### Gate-type map, run 1

Scale bar: 20 µm.
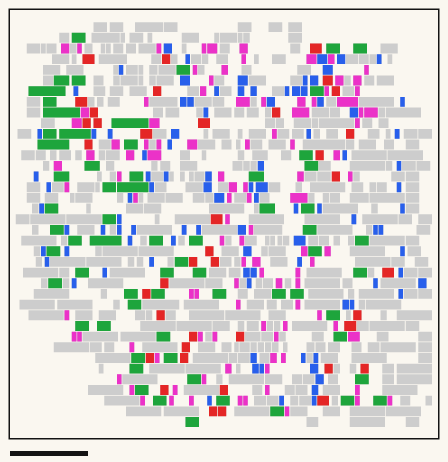
### Layout detail, run 1

Scale bar: 10 µm. Window x 42 to 67, y 20 to 45 µm. Cells in gray, sequential cells in the stronger gray; small squares are vias.
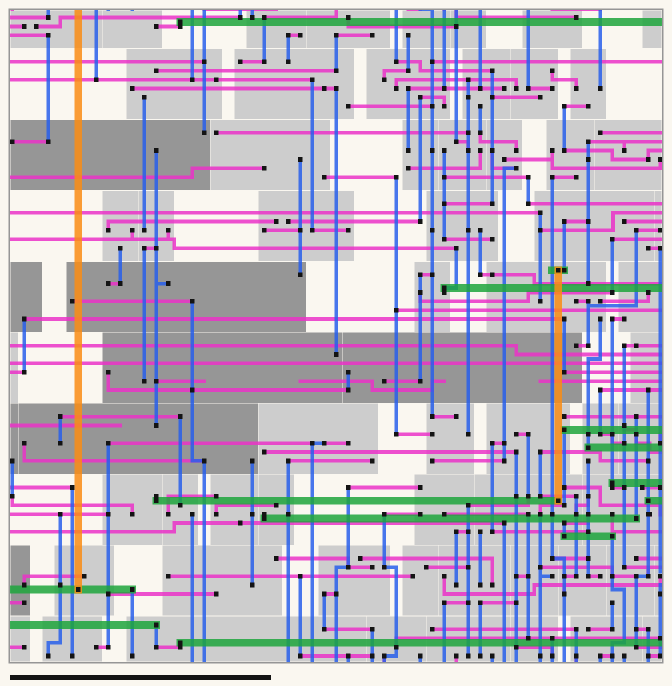
### Placed standard cells, run 1

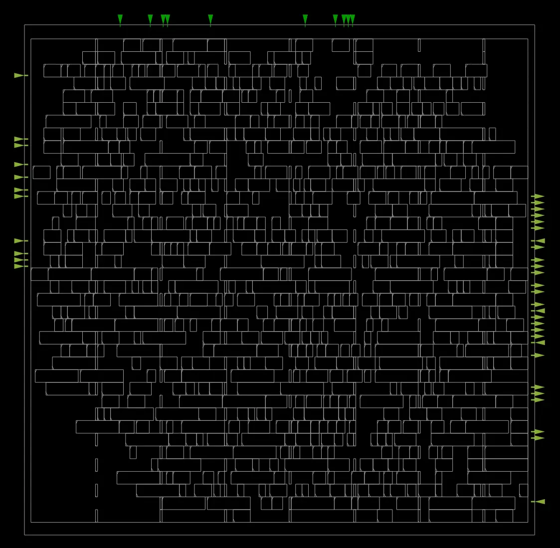
--- config.mk ---
export PLATFORM = sky130hd
export DESIGN_NAME = ula_n_bits_sequential_flat
export DESIGN_NICKNAME = d
export VERILOG_FILES = /design/src/rtl/ula_n_bits_sequential_pkg.sv /design/src/rtl/ula_n_bits_sequential_if.sv /design/src/rtl/ula_n_bits_sequential_mul.sv /design/src/rtl/ula_n_bits_sequential.sv /design/src/flat_wrapper.sv
export SDC_FILE = /design/constraint.sdc
export NUM_CORES = 1
export LEC_CHECK = 0
export CAP_MARGIN = 20
export CORE_UTILIZATION = 51
export CTS_BUF_LIST = sky130_fd_sc_hd__clkbuf_4 sky130_fd_sc_hd__clkbuf_8 sky130_fd_sc_hd__clkbuf_16
export DETAILED_ROUTE_END_ITERATION = 16
export PLACE_DENSITY = 0.71
export SKIP_LAST_GASP = 1
export SLEW_MARGIN = 30
export SYNTH_ARGS = -nofsm -noshare
export SYNTH_HDL_FRONTEND = slang
export SYNTH_SLANG_ARGS = --single-unit
--- constraint.sdc ---
create_clock -name CLK -period 5.15 [get_ports CLK]
set_clock_uncertainty 0.1 [all_clocks]
set_input_delay 1.03 -clock CLK [delete_from_list [all_inputs] [get_ports CLK]]
set_output_delay 1.03 -clock CLK [all_outputs]
set_load 0.02 [all_outputs]
--- src/rtl/ula_n_bits_sequential_pkg.sv ---
// rtl/ula_n_bits_sequential_pkg.sv - opcode, state and flag types shared by the sequential ULA
package ula_pkg;

    typedef enum logic [3:0] {
        OP_ADD = 4'd0,
        OP_SUB = 4'd1,
        OP_AND = 4'd2,
        OP_OR  = 4'd3,
        OP_NOT = 4'd4,
        OP_XOR = 4'd5,
        OP_SHL = 4'd6,
        OP_SHR = 4'd7,
        OP_MUL = 4'd8
    } ula_op_t;

    typedef enum logic {
        IDLE     = 1'b0,
        MUL_BUSY = 1'b1
    } ula_state_t;

    typedef struct packed {
        logic cout;
        logic zero;
        logic neg;
        logic ovf;
        logic err;
    } ula_flags_t;

endpackage

--- src/rtl/ula_n_bits_sequential_if.sv ---
// rtl/ula_n_bits_sequential_if.sv - operand/result handshake bundle of the sequential ULA
interface ula_n_bits_sequential_if #(
    parameter int WIDTH = 8
);
    logic             IN_VALID;
    logic             IN_READY;
    logic [3:0]       X;
    logic [WIDTH-1:0] A;
    logic [WIDTH-1:0] B;
    logic             CIN;
    logic             OUT_VALID;
    logic             OUT_READY;
    logic [WIDTH-1:0] S;
    logic [WIDTH-1:0] S_HI;
    logic             COUT;
    logic             ZERO;
    logic             NEG;
    logic             OVF;
    logic             ERR;

    modport slave (
        input  IN_VALID, X, A, B, CIN, OUT_READY,
        output IN_READY, OUT_VALID, S, S_HI, COUT, ZERO, NEG, OVF, ERR
    );

    modport master (
        output IN_VALID, X, A, B, CIN, OUT_READY,
        input  IN_READY, OUT_VALID, S, S_HI, COUT, ZERO, NEG, OVF, ERR
    );
endinterface

--- src/rtl/ula_n_bits_sequential_mul.sv ---
// rtl/ula_n_bits_sequential_mul.sv - iterative shift-add unsigned multiplier, one step per cycle
module ula_mul_iterative #(
    parameter int WIDTH = 8
) (
    input  logic               clk,
    input  logic               rst_n,
    input  logic               start,
    input  logic [WIDTH-1:0]   a,
    input  logic [WIDTH-1:0]   b,
    output logic               done,
    output logic [2*WIDTH-1:0] product
);
    localparam int CW = $clog2(WIDTH);

    logic               busy_q,   busy_d;
    logic [CW-1:0]      cnt_q,    cnt_d;
    logic [2*WIDTH-1:0] mcand_q,  mcand_d;
    logic [WIDTH-1:0]   mplier_q, mplier_d;
    logic [2*WIDTH-1:0] acc_q,    acc_d;
    logic [2*WIDTH-1:0] addend;

    // product is the accumulator after the current step, valid as the final result when done
    always_comb begin
        addend   = mplier_q[0] ? mcand_q : '0;
        product  = acc_q + addend;
        done     = busy_q && (cnt_q == CW'(WIDTH - 1));
        busy_d   = busy_q;
        cnt_d    = cnt_q;
        mcand_d  = mcand_q;
        mplier_d = mplier_q;
        acc_d    = acc_q;
        if (start) begin
            busy_d   = 1'b1;
            cnt_d    = '0;
            mcand_d  = {{WIDTH{1'b0}}, a};
            mplier_d = b;
            acc_d    = '0;
        end else if (busy_q) begin
            acc_d    = product;
            mcand_d  = mcand_q << 1;
            mplier_d = mplier_q >> 1;
            cnt_d    = cnt_q + CW'(1);
            if (done) begin
                busy_d = 1'b0;
            end
        end
    end

    always_ff @(posedge clk or negedge rst_n) begin
        if (!rst_n) begin
            busy_q   <= 1'b0;
            cnt_q    <= '0;
            mcand_q  <= '0;
            mplier_q <= '0;
            acc_q    <= '0;
        end else begin
            busy_q   <= busy_d;
            cnt_q    <= cnt_d;
            mcand_q  <= mcand_d;
            mplier_q <= mplier_d;
            acc_q    <= acc_d;
        end
    end
endmodule

--- src/rtl/ula_n_bits_sequential.sv ---
// rtl/ula_n_bits_sequential.sv - registered WIDTH-bit ULA with valid/ready and iterative MUL
module ula_n_bits_sequential
    import ula_pkg::*;
#(
    parameter int WIDTH  = 8,
    parameter int MUL_EN = 1
) (
    input  logic                    CLK,
    input  logic                    RST_N,
    ula_n_bits_sequential_if.slave  bus
);
    localparam int SW = $clog2(WIDTH);

    ula_state_t         state_q, state_d;
    logic               out_valid_q, out_valid_d;
    logic [WIDTH-1:0]   s_q, s_d;
    logic [WIDTH-1:0]   s_hi_q, s_hi_d;
    ula_flags_t         flags_q, flags_d;

    logic [WIDTH:0]     wide;
    logic [SW-1:0]      shamt;
    logic [WIDTH-1:0]   res_lo;
    ula_flags_t         res_fl;
    ula_flags_t         mul_fl;
    logic               in_ready, accept, is_mul, mul_start, mul_done;
    logic [2*WIDTH-1:0] mul_product;

    always_comb begin
        wide   = '0;
        res_lo = '0;
        res_fl = '0;
        shamt  = bus.B[SW-1:0];
        case (ula_op_t'(bus.X))
            OP_ADD: begin
                wide        = {1'b0, bus.A} + {1'b0, bus.B} + {{WIDTH{1'b0}}, bus.CIN};
                res_lo      = wide[WIDTH-1:0];
                res_fl.cout = wide[WIDTH];
                res_fl.ovf  = (bus.A[WIDTH-1] == bus.B[WIDTH-1]) && (res_lo[WIDTH-1] != bus.A[WIDTH-1]);
            end
            OP_SUB: begin
                wide        = {1'b0, bus.A} - {1'b0, bus.B} - {{WIDTH{1'b0}}, bus.CIN};
                res_lo      = wide[WIDTH-1:0];
                res_fl.cout = wide[WIDTH];
                res_fl.ovf  = (bus.A[WIDTH-1] != bus.B[WIDTH-1]) && (res_lo[WIDTH-1] != bus.A[WIDTH-1]);
            end
            OP_AND: res_lo = bus.A & bus.B;
            OP_OR:  res_lo = bus.A | bus.B;
            OP_NOT: res_lo = ~bus.A;
            OP_XOR: res_lo = bus.A ^ bus.B;
            // the extra bit of wide catches the last bit shifted out; it stays 0 for amount 0
            OP_SHL: begin
                wide        = {1'b0, bus.A} << shamt;
                res_lo      = wide[WIDTH-1:0];
                res_fl.cout = wide[WIDTH];
            end
            OP_SHR: begin
                wide        = {bus.A, 1'b0} >> shamt;
                res_lo      = wide[WIDTH:1];
                res_fl.cout = wide[0];
            end
            default: res_fl.err = 1'b1;
        endcase
        res_fl.zero = (res_lo == '0);
        res_fl.neg  = res_lo[WIDTH-1];

        mul_fl      = '0;
        mul_fl.cout = |mul_product[2*WIDTH-1:WIDTH];
        mul_fl.zero = (mul_product == '0);
        mul_fl.neg  = mul_product[WIDTH-1];
    end

    always_comb begin
        in_ready    = RST_N && (state_q == IDLE) && (!out_valid_q || bus.OUT_READY);
        accept      = bus.IN_VALID && in_ready;
        is_mul      = (bus.X == 4'(OP_MUL)) && (MUL_EN != 0);
        mul_start   = 1'b0;
        state_d     = state_q;
        out_valid_d = out_valid_q && !bus.OUT_READY;
        s_d         = s_q;
        s_hi_d      = s_hi_q;
        flags_d     = flags_q;
        case (state_q)
            IDLE: begin
                if (accept && is_mul) begin
                    mul_start = 1'b1;
                    state_d   = MUL_BUSY;
                end else if (accept) begin
                    s_d         = res_lo;
                    s_hi_d      = '0;
                    flags_d     = res_fl;
                    out_valid_d = 1'b1;
                end
            end
            MUL_BUSY: begin
                // the slot was free on entry, so the product loads without waiting on the sink
                if (mul_done) begin
                    s_d         = mul_product[WIDTH-1:0];
                    s_hi_d      = mul_product[2*WIDTH-1:WIDTH];
                    flags_d     = mul_fl;
                    out_valid_d = 1'b1;
                    state_d     = IDLE;
                end
            end
            default: state_d = IDLE;
        endcase
    end

    always_ff @(posedge CLK or negedge RST_N) begin
        if (!RST_N) begin
            state_q     <= IDLE;
            out_valid_q <= 1'b0;
            s_q         <= '0;
            s_hi_q      <= '0;
            flags_q     <= '0;
        end else begin
            state_q     <= state_d;
            out_valid_q <= out_valid_d;
            s_q         <= s_d;
            s_hi_q      <= s_hi_d;
            flags_q     <= flags_d;
        end
    end

    ula_mul_iterative #(.WIDTH(WIDTH)) u_mul (
        .clk     (CLK),
        .rst_n   (RST_N),
        .start   (mul_start),
        .a       (bus.A),
        .b       (bus.B),
        .done    (mul_done),
        .product (mul_product)
    );

    assign bus.IN_READY  = in_ready;
    assign bus.OUT_VALID = out_valid_q;
    assign bus.S         = s_q;
    assign bus.S_HI      = s_hi_q;
    assign bus.COUT      = flags_q.cout;
    assign bus.ZERO      = flags_q.zero;
    assign bus.NEG       = flags_q.neg;
    assign bus.OVF       = flags_q.ovf;
    assign bus.ERR       = flags_q.err;
endmodule

--- src/flat_wrapper.sv ---
// flat-port wrapper written by rule: the top's interface ports become plain ports
module ula_n_bits_sequential_flat import ula_pkg::*;
#(
    parameter int WIDTH  = 8,
    parameter int MUL_EN = 1
)
  (CLK, RST_N, bus_IN_VALID, bus_X, bus_A, bus_B, bus_CIN, bus_OUT_READY, bus_IN_READY, bus_OUT_VALID, bus_S, bus_S_HI, bus_COUT, bus_ZERO, bus_NEG, bus_OVF, bus_ERR);
  ula_n_bits_sequential_if #(.WIDTH(WIDTH)) bus_i ();
  input  logic CLK;
  input  logic RST_N;
  input wire logic [$bits(bus_i.IN_VALID)-1:0] bus_IN_VALID;
  input wire logic [$bits(bus_i.X)-1:0] bus_X;
  input wire logic [$bits(bus_i.A)-1:0] bus_A;
  input wire logic [$bits(bus_i.B)-1:0] bus_B;
  input wire logic [$bits(bus_i.CIN)-1:0] bus_CIN;
  input wire logic [$bits(bus_i.OUT_READY)-1:0] bus_OUT_READY;
  output wire logic [$bits(bus_i.IN_READY)-1:0] bus_IN_READY;
  output wire logic [$bits(bus_i.OUT_VALID)-1:0] bus_OUT_VALID;
  output wire logic [$bits(bus_i.S)-1:0] bus_S;
  output wire logic [$bits(bus_i.S_HI)-1:0] bus_S_HI;
  output wire logic [$bits(bus_i.COUT)-1:0] bus_COUT;
  output wire logic [$bits(bus_i.ZERO)-1:0] bus_ZERO;
  output wire logic [$bits(bus_i.NEG)-1:0] bus_NEG;
  output wire logic [$bits(bus_i.OVF)-1:0] bus_OVF;
  output wire logic [$bits(bus_i.ERR)-1:0] bus_ERR;
  assign bus_i.IN_VALID = bus_IN_VALID;
  assign bus_i.X = bus_X;
  assign bus_i.A = bus_A;
  assign bus_i.B = bus_B;
  assign bus_i.CIN = bus_CIN;
  assign bus_i.OUT_READY = bus_OUT_READY;
  assign bus_IN_READY = bus_i.IN_READY;
  assign bus_OUT_VALID = bus_i.OUT_VALID;
  assign bus_S = bus_i.S;
  assign bus_S_HI = bus_i.S_HI;
  assign bus_COUT = bus_i.COUT;
  assign bus_ZERO = bus_i.ZERO;
  assign bus_NEG = bus_i.NEG;
  assign bus_OVF = bus_i.OVF;
  assign bus_ERR = bus_i.ERR;
  ula_n_bits_sequential #(.WIDTH(WIDTH), .MUL_EN(MUL_EN)) u_core (.CLK(CLK), .RST_N(RST_N), .bus(bus_i));
endmodule
==> results.yml, run 1 <==
# synthesis and place-and-route metrics
clocking:
  cts.htree.levels: 3
  clockBufferDepth: 2
  postCtsSetupBuffers: 0
  clk_pin_slew_ps: 50
  clock_latency_ps: 340
  cts_resized: 0
  holdBufCountCts: 0
  cts_tree: "yes"
  cts.sink_count: 66
  cts-root-buf: "clkbuf_16"
  cts_inserted_buffers: 9
finish:
  clk_share_pct: 4.49
  clock_buffers: 13
  top_regs: "u_core.u_mul.acc_q: 16 flops, u_core.u_mul.mcand_q: 16 flops"
  logic_gates: 534
  dominant-cell-class: "multi-input combinational cells"
  layout_top_cells: "nor2_1, dfrtp_1, nand2_1, mux2i_1, ha_1"
  final_nets: 788
  buf_share_pct: 8.60
  layout_top_cell: "nor2_1"
  nNonClkBuffers: 62
  register_area_um2: 1650
  comb_share_pct: 57.7
  logic_area_um2: 3880
  fin_area_um2: 6720
  drive_gt1_share_pct: 6.57
  syn2layout_area_growth_pct: 15.0
  final_util_pct: 61.2
  diodes: 0
  inv_count: 37
synthesis:
  yosys.area_share.adder_pct: 12.0
  ys_cells: 678
  synth_cell_types: 72
  ys_sh_aoi_pct: 17.6
  most_common_cell: "nor2_1"
  synthCells: 678
  yosys_most_used_dff: "dfrtp_1"
  netlist.area_leader.share_pct: 28.2
  edf_count: 0
  synth-xor-area-share_pct: 3.15
  synth.cellmix.simpleShare_pct: 20.6
  synthArstFlopShare_pct: 100
  synth_area_um2: 5850
  top_cells_by_area: "dfrtp_1, ha_1, mux2i_1"
  yosysTopAreaCell: "dfrtp_1"
  yosys_warnings: 0
  ys_sh_mux_pct: 12.9
  ys_chip_area_um2: 5850
  synth_area_per_cell_um2: 8.63
  ys_seq_share_pct: 28.2
  synth.net_count: 756
global_route:
  grt_pass1_wl_mm: 25.9
  antenna_found_initial: 0
  grt_max_degree: 67
  met2_usage_pct: 44.1
  grt_pass1_vias: 4974
  grt_remaining_overflow: 0
  top_usage_layer: "met2"
  use_met3_pct: 6.81
  grt_util_met1_pct: 40.2
floorplan:
  initCoreUtil_pct: 53.2
  row_count: 38
  die_area_um2: 11900
  ios: 48
  die-height_um: 109
  taps: 140
  die-width_um: 109
status:
  run_status: "complete, no violations"
sta:
  final_hold_viol_count: 0
  rsz0062_at_grt: "false"
  finalWorstSetupSlack_ps: 620
  fin_tns_setup_ps: 0
  worst_pin_slew_ps: 907
  max_slew_margin_pct: 39.4
  fin_crit_sh_pct: 88.0
  setup_viol: 0
  min_period_ps: 4530
  slew_violations: 0
  fmax_mhz: 221
setup_path:
  crit_start: "bus_CIN"
  cp_max_fo: 3
  rrSetupSlack_ps: 1920
  crit_family: "adder cells"
  cp_num_cells: 15
  reg2reg_depth: 11
  endpoint: "u_core.bus.ZERO$_DFFE_PN0P_"
  r2r-end: "u_core.bus.COUT$_DFFE_PN0P_"
  cp.arrival_ps: 4700
  required_ps: 5320
  crit_slowest_cell: "fa_1"
  rr_startpoint: "u_core.u_mul.mplier_q[0]$_DFFE_PN0P_"
  start_kind: "input pin"
  slowest_delay_ps: 600
  crit_path_end_kind: "flip-flop"
  crit_type: "input pin to flip-flop"
  cp_cell_sequence: "clkdlybuf4s50_1 > inv_1 > fa_1 > inv_1 > ha_1 > or2_2 > fa_1 > o21a_1 > nor2_1 > xor2_1 > nor2_1 > a2111o_1 > nor4_2 > a41oi_1 > a21bo_1"
route:
  highest_layer: "met4"
  met1Wirelength_mm: 7.33
  dr.pass1.iters: 5
  wl_met2_mm: 7.03
  drtIter0Drc: 508
  wl_met3_mm: 1.38
  vias: 5242
  routedWlPerCell_um: 18.6
  drc: 0
  post_drt_via_cell_ratio: 6.13
  routed_wl_mm: 15.9
pwr:
  p_total_mw: 3.29
  switching_share_pct: 42.6
  clkPwrFrac_pct: 18.8
  p_seq_mw: 0.906
  p_leak_nw: 2.93
  p_sw_mw: 1.40
  internal_power_mw: 1.89
  pwr-share-seq_pct: 27.6
  p_comb_mw: 1.76
  powerClk_mw: 0.617
  power_frac_comb_pct: 53.7
  power_density_nw_per_um2: 489
worst_hold_path:
  min_path_type: "flip-flop to flip-flop"
  hold_start: "u_core.bus.S[0]$_DFFE_PN0P_"
  whs_path_depth: 2
placement:
  dp.cells: 839
  pre_cts_ws_ps: 353
  io_buffers: 47
  postPlaceCellArea_um2: 6420
  gp_congestion: 0.976
  dp_hpwl_mm: 12.0
job:
  drv_cap: 0
  tool_warnings: 43
Notes on 'Gate-type map' above:
magenta -> NOR gates  # cells 103
green -> multiplexers  # cells 65, where spread over the die
blue -> NAND gates  # cells 96, where spread over the die
red -> AND and OR gates  # cells 39, where spread over the die

Notes on 'Layout detail' above:
magenta -> met1
orange -> met4
blue -> met2
green -> met3
netlist names of flops here include = u_core.u_mul.acc_q (4), u_core.u_mul.mcand_q (1)
sequential cells in the window = 5
most frequent = nor2_1 (9), a21oi_1 (7), ha_1 (6)
cells with their middle in the window = 58

Notes on 'Placed standard cells' above:
Placeable Area: 11000 µm²
fin cells: 855
Seq cells: 66
Filler Cells Inserted: 1002

### Signal metal coverage by tile, run 1

22 x 22 tiles, from black (low) to pale yellow (high), scaled to the fullest tile. Values are wire area over tile area, all layers added.
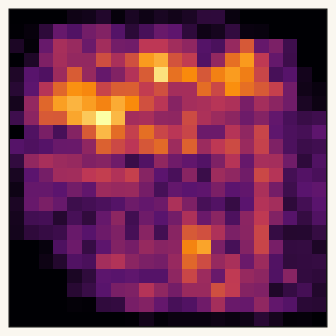

==> run 2, diff against run 1 <==
Settings changed: ABC_AREA set to 0, CORE_MARGIN set to 5.
Clock period 5.15 ns to 5.8 ns, I/O delays scaled along.
### Signal metal coverage by tile, run 2

23 x 23 tiles, from black (low) to pale yellow (high), scaled to the fullest tile. Values are wire area over tile area, all layers added.
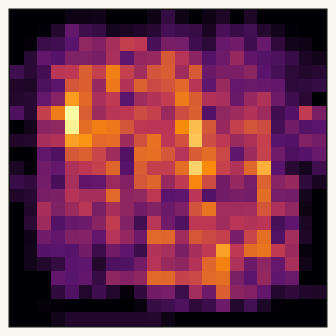
tiles over half the peak = 21%
fullest tile = 0.63
nearly empty tiles = 15%
mean over tiles = 0.19

==> results.yml, run 2 <==
# synthesis and place-and-route metrics
status:
  run_status: "complete, no violations"
synthesis:
  synthCells: 678
  ys_chip_area_um2: 5850
  most_common_cell: "nor2_1"
  synth_area_per_cell_um2: 8.63
  yosys_most_used_dff: "dfrtp_1"
  synth.net_count: 756
  synthArstFlopShare_pct: 100
  synth_cell_types: 72
  top_cells_by_area: "dfrtp_1, ha_1, mux2i_1"
  yosysTopAreaCell: "dfrtp_1"
  ys_sh_aoi_pct: 17.6
  netlist.area_leader.share_pct: 28.2
  yosys_warnings: 0
setup_path:
  cp_max_fo: 8
  required_ps: 5980
  cp.arrival_ps: 4930
  endpoint: "u_core.bus.ZERO$_DFFE_PN0P_"
  start_kind: "input pin"
  reg2reg_depth: 11
  crit_start: "bus_A[0]"
  crit_path_end_kind: "flip-flop"
  r2r-end: "u_core.bus.COUT$_DFFE_PN0P_"
  crit_slowest_cell: "clkdlybuf4s50_1"
finish:
  fin_area_um2: 6670
  inv_count: 37
  instances_no_fill: 852
  fillers: 1014
  comb_share_pct: 58.2
  clock_buffers: 11
  layout_top_cells: "nor2_1, dfrtp_1, nand2_1, mux2i_1, ha_1"
  layout_top_cell: "nor2_1"
  syn2layout_area_growth_pct: 14.0
worst_hold_path:
  whs_path_depth: 1
  hold_start: "u_core.bus.S[2]$_DFFE_PN0P_"
pwr:
  power_density_nw_per_um2: 437
  pwr-share-seq_pct: 27.6
  p_total_mw: 2.91
  p_leak_nw: 2.89
  clkPwrFrac_pct: 17.9
  p_sw_mw: 1.29
  p_seq_mw: 0.804
floorplan:
  ios: 48
  taps: 143
  initCoreUtil_pct: 51.7
placement:
  dp_hpwl_mm: 12.4
  dp.cells: 836
  postPlaceCellArea_um2: 6380
clocking:
  clk_pin_slew_ps: 50
  cts_resized: 0
  holdBufCountCts: 0
  postCtsSetupBuffers: 0
  cts_tree: "yes"
route:
  vias: 5199
  met1Wirelength_mm: 7.37
  drc: 0
global_route:
  met2_usage_pct: 41.0
  use_met3_pct: 4.52
  grt_pass1_wl_mm: 26.6
  grt_pass1_vias: 5048
  grt_remaining_overflow: 0
sta:
  worst_pin_slew_ps: 898
  rsz0062_at_grt: "false"
  fin_tns_setup_ps: 0
  setup_viol: 0
job:
  drv_cap: 0
### Gate-type map, run 2

Scale bar: 20 µm.
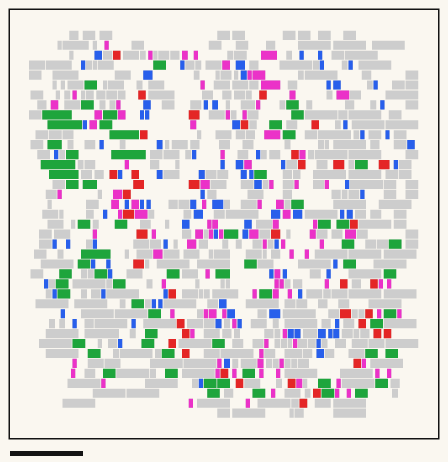
green -> multiplexers  # cells 65, where spread over the die
magenta -> NOR gates  # cells 103
blue -> NAND gates  # cells 96
red -> AND and OR gates  # cells 39

### Placed standard cells, run 2

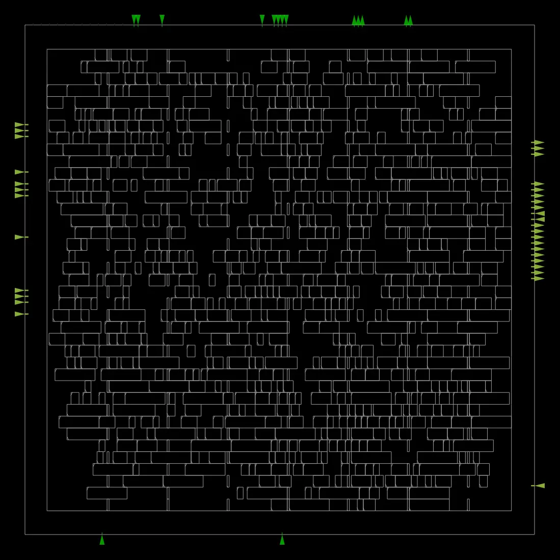

==> run 3, diff against run 2 <==
Clock period 5.8 ns to 4.45 ns, I/O delays scaled along.
### Placed standard cells, run 3

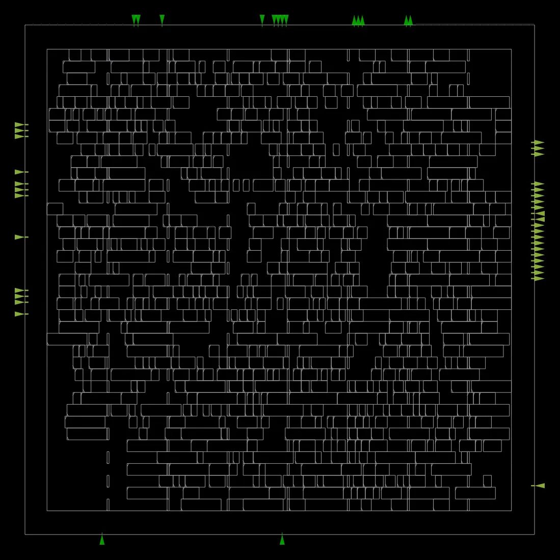
Core Rows: 39
Placeable Area: 11300 µm²
tap cells: 143
Seq area share: 24.0%
fin cells: 875

==> results.yml, run 3 <==
# synthesis and place-and-route metrics
sta:
  setup_viol: 0
  worst_pin_slew_ps: 756
  fin_tns_setup_ps: 0
  finalWorstSetupSlack_ps: 204
  max_slew_margin_pct: 49.5
  rsz0062_at_grt: "false"
floorplan:
  ios: 48
  initCoreUtil_pct: 51.7
  die-height_um: 117
  die-width_um: 117
pwr:
  power_density_nw_per_um2: 577
  power_frac_comb_pct: 54.0
  p_leak_nw: 3.02
  p_total_mw: 3.97
  power-top-group: "combinational logic"
  p_sw_mw: 1.71
  pwr-share-seq_pct: 26.5
  p_seq_mw: 1.05
  clkPwrFrac_pct: 19.5
worst_hold_path:
  min_path_type: "flip-flop to flip-flop"
  hold_start: "u_core.bus.S_HI[6]$_DFFE_PN0P_"
  whs_path_depth: 2
setup_path:
  cp_max_fo: 3
  crit_start: "bus_CIN"
  required_ps: 4630
  endpoint: "u_core.bus.ZERO$_DFFE_PN0P_"
  start_kind: "input pin"
  crit_path_end_kind: "flip-flop"
  reg2reg_depth: 12
  slowest_delay_ps: 590
  cp.arrival_ps: 4430
  crit_slowest_cell: "fa_1"
  r2r-end: "u_core.bus.COUT$_DFFE_PN0P_"
synthesis:
  ys_chip_area_um2: 5850
  yosys_most_used_dff: "dfrtp_1"
  netlist.area_leader.share_pct: 28.2
  yosys_warnings: 0
  synth.net_count: 756
  synth.cellmix.simpleShare_pct: 20.6
  most_common_cell: "nor2_1"
  synthCells: 678
  ys_sh_aoi_pct: 17.6
  synth_area_per_cell_um2: 8.63
  synthArstFlopShare_pct: 100
  top_cells_by_area: "dfrtp_1, ha_1, mux2i_1"
  synth_cell_types: 72
clocking:
  cts_resized: 0
  cts_tree: "yes"
  clk_pin_slew_ps: 50
  postCtsSetupBuffers: 0
  holdBufCountCts: 0
placement:
  postPlaceCellArea_um2: 6560
  dp_hpwl_mm: 13.0
  dp.cells: 860
global_route:
  use_met3_pct: 4.06
  met2_usage_pct: 42.1
  grt_util_met1_pct: 35.9
  grt_remaining_overflow: 0
  grt_pass1_wl_mm: 27.7
  grt_pass1_vias: 5278
  antenna_found_initial: 0
finish:
  syn2layout_area_growth_pct: 17.8
  comb_share_pct: 56.3
  layout_top_cells: "nor2_1, dfrtp_1, nand2_1, mux2i_1, ha_1"
  clock_buffers: 11
  inv_count: 37
  logic_gates: 534
  layout_top_cell: "nor2_1"
  fillers: 1021
  final_util_pct: 60.9
  fin_area_um2: 6890
route:
  drc: 0
  vias: 5401
  met1Wirelength_mm: 7.55
status:
  run_status: "complete, no violations"
job:
  drv_cap: 0
### Gate-type map, run 3

Scale bar: 20 µm.
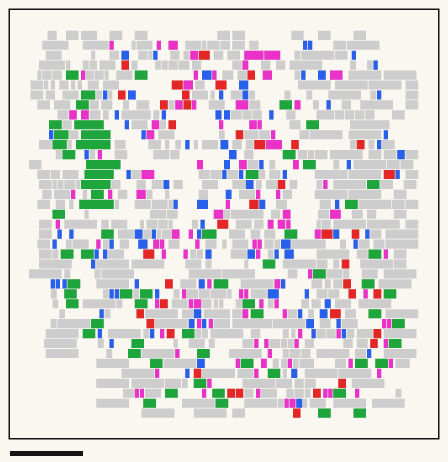
magenta -> NOR gates  # cells 103
green -> multiplexers  # cells 65, where spread over the die
red -> AND and OR gates  # cells 39
blue -> NAND gates  # cells 96


==> layout pictures side by side <==
Clock distribution.
Plate I
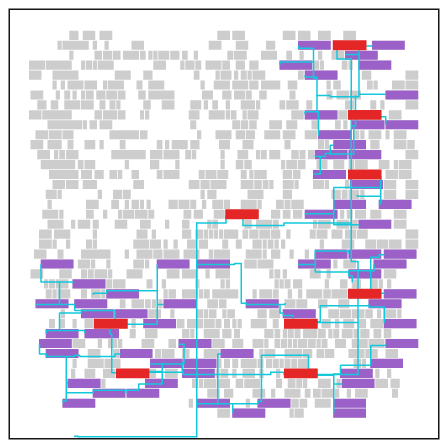
Plate II
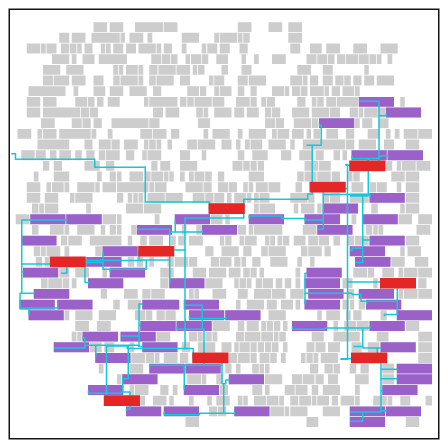
Run 1 is Plate II.
Run 2 is Plate I.

Key to Plate I:
purple -> flip-flops  # count 66
cyan -> clock wires  # length 992 µm
red -> cells driving clock nets  # count 9
flops lie = spread over the die
routed clock nets = 10

Power is estimated from default activity; no workload was simulated.
